`src/rtl/stand_cell_bank.sv`:
```
// stand_cell_bank: multi-channel inertial inverter/buffer with asymmetric
// propagation delays counted in U cycles. Pulses shorter than the pending
// delay are swallowed, so _Q never glitches.
// Optional BUSY output (per-channel transition pending): define STANDCELL_BUSY_EN.

module stand_cell_lane #(
  parameter int TPHL   = 7,
  parameter int TPLH   = 31,
  parameter int INVERT = 1,
  parameter int CW     = 5
) (
  input  logic U,
  input  logic RESET,
  input  logic d_i,
  output logic q_o
);
  localparam logic          RST_Q = (INVERT != 0);
  localparam logic [CW-1:0] HL_M1 = CW'(TPHL - 1);
  localparam logic [CW-1:0] LH_M1 = CW'(TPLH - 1);

  logic          tgt;
  logic [CW-1:0] lim_m1;
  logic          q_q, q_d;
  logic [CW-1:0] cnt_q, cnt_d;

  // Settled channels hold a cleared counter; pending ones count toward the
  // delay of the direction they are heading, then commit.
  always_comb begin
    tgt    = (INVERT != 0) ? ~d_i : d_i;
    lim_m1 = tgt ? LH_M1 : HL_M1;
    q_d    = q_q;
    cnt_d  = '0;
    if (tgt != q_q) begin
      if (cnt_q == lim_m1) q_d = tgt;
      else                 cnt_d = cnt_q + 1'b1;
    end
  end

  // Output and counter state; reset forces the all-low-input output level.
  always_ff @(posedge U or posedge RESET) begin
    if (RESET) begin
      q_q   <= RST_Q;
      cnt_q <= '0;
    end else begin
      q_q   <= q_d;
      cnt_q <= cnt_d;
    end
  end

  assign q_o = q_q;
endmodule

module stand_cell_bank #(
  parameter int WIDTH  = 1,
  parameter int TPHL   = 7,
  parameter int TPLH   = 31,
  parameter int INVERT = 1
) (
  input  logic             U,
  input  logic             RESET,
  input  logic [WIDTH-1:0] D,
`ifdef STANDCELL_BUSY_EN
  output logic [WIDTH-1:0] BUSY,
`endif
  output logic [WIDTH-1:0] _Q
);
  localparam int TMAX = (TPHL > TPLH) ? TPHL : TPLH;
  localparam int CW   = (TMAX < 1) ? 1 : $clog2(TMAX + 1);

  if (WIDTH < 1 || TPHL < 1 || TPLH < 1 || TPHL > 255 || TPLH > 255) begin : g_bad_param
    $error("stand_cell_bank: WIDTH must be >=1 and TPHL/TPLH must be 1..255");
  end

  stand_cell_lane #(
    .TPHL  (TPHL),
    .TPLH  (TPLH),
    .INVERT(INVERT),
    .CW    (CW)
  ) u_lane [WIDTH-1:0] (
    .U    (U),
    .RESET(RESET),
    .d_i  (D),
    .q_o  (_Q)
  );

`ifdef STANDCELL_BUSY_EN
  // Pending whenever the current input's target differs from the output.
  assign BUSY = ((INVERT != 0) ? ~D : D) ^ _Q;
`endif
endmodule
```
`config.mk`:
```
export PLATFORM = sky130hd
export DESIGN_NAME = stand_cell_bank
export DESIGN_NICKNAME = d
export VERILOG_FILES = /design/src/rtl/stand_cell_bank.sv
export SDC_FILE = /design/constraint.sdc
export NUM_CORES = 1
export LEC_CHECK = 0
export ABC_AREA = 0
export ABC_CLOCK_PERIOD_IN_PS = 1900
export CELL_PAD_IN_SITES_DETAIL_PLACEMENT = 0
export CELL_PAD_IN_SITES_GLOBAL_PLACEMENT = 1
export CORE_AREA = 2 2 39 41
export CTS_BUF_LIST = sky130_fd_sc_hd__clkbuf_8
export DETAILED_ROUTE_END_ITERATION = 16
export DIE_AREA = 0 0 41 43
export GPL_TIMING_DRIVEN = 1
export PLACE_DENSITY = 0.6
export SLEW_MARGIN = 25
export SYNTH_ARGS = -nofsm -noshare
export SYNTH_HDL_FRONTEND = slang
export SYNTH_SLANG_ARGS = --single-unit
```
`constraint.sdc`:
```
create_clock -name U -period 1.9 [get_ports U]
set_clock_uncertainty 0.05 [all_clocks]
set_input_delay 0.38 -clock U [delete_from_list [all_inputs] [get_ports U]]
set_output_delay 0.38 -clock U [all_outputs]
set_load 0.02 [all_outputs]
```
Fig. 1: wire density map
The bar under the picture is 10 um long. 8 x 9 tiles, from dark purple (low) to yellow (high), scaled to the fullest tile. Values are wire area over tile area, all layers added.
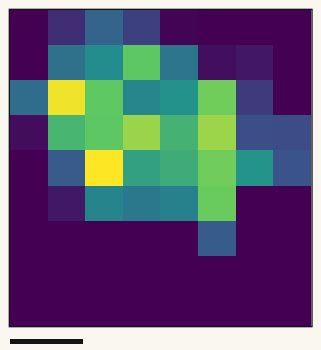
- mean over tiles: 0.057
- tiles over half the peak: 22%
- nearly empty tiles: 49%
total track usage: 9.62%
Routed WL per cell: 11.6 um
total number of vias: 244
overall routed net length: 640 um

Fig. 2: nets reached from selected ports
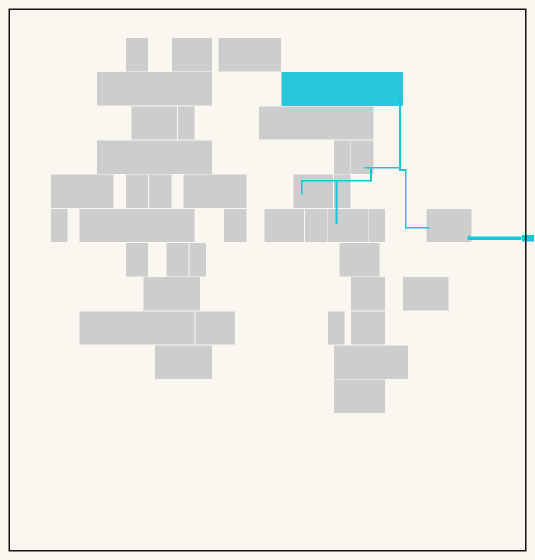
- cyan: _Q (direction output; end cells 1; buffers 1; wire 30.8 um)
I/O pin count: 4
port bufs: 3

==> CHANGELOG.md <==
## Flow update

* Final setup viols at 0
* Wl on met1 at 267 um
* Cell Type Count at 16
* Register area at 151 sq um
* Arrival time worst endpoint at 1.38 ns
* Nets at 45
* Ant diodes at 0
* Post-DP HPWL at 510 um
* Comb gates at 21
* Yosys adder share at 7.66%
* Met3 Routed Length at 40 um
* Reg2Reg Depth at 3
* Synth logic family: simple AND/OR/NAND/NOR gates
* Setup tns final at 0 ns
* Die Size at 1760 sq um
* Total power at 0.361 mW
* F_max at 554 MHz
* Max_cap viols at 0
* Worst r2r src: u_lane[0].cnt_q[3]
* Basic Gates by Area at 21.5%
* Int Pwr at 0.288 mW
* Die Width at 41 um
* Power density over the cells at 842 nW/um^2
* Outcome: finished clean
* Met2 wire len at 331 um
* Initial antenna violation count at 0
* Place WS at 0.162 ns
* CTS tree: built
* Peak supply drop at 0.609 mV
* Critical Path End: _Q
Fig. 3: placement by cell class
The bar under the picture is 10 um long.
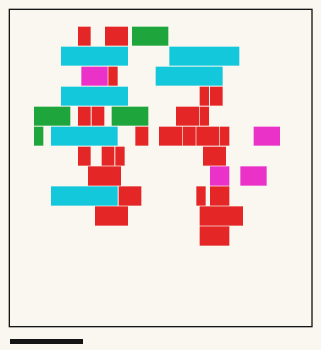
- magenta: other buffers and delay cells (cells 4; share of their area 9.2%)
- cyan: flip-flops (cells 6; share of their area 37%)
- red: all other logic (cells 25; share of their area 43%)
- green: clock drivers and dummy loads (cells 4; share of their area 11%)
Core ar.: 1380 sq um
design area: 429 sq um
row cnt: 14
final core occ: 31.0%

Fig. 4: sizing map
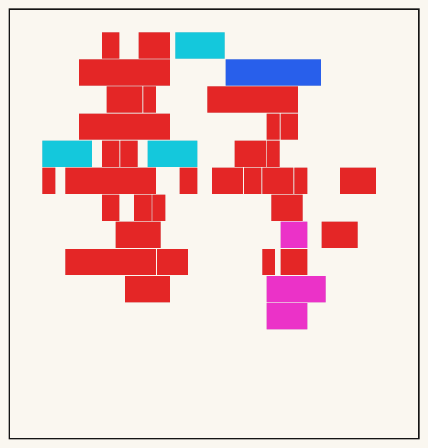
- red: drive 1 or less (cells 32)
- cyan: drive 6 and up (cells 3)
- blue: drive 2 (cells 1)
- magenta: drive 3 to 4 (cells 3)
Signal buffers: 4
min setup slack post-route: 0.0934 ns
Area Growth Syn to Fin: 31.4%

No activity file was given, so power comes from the tool's default toggle rates.
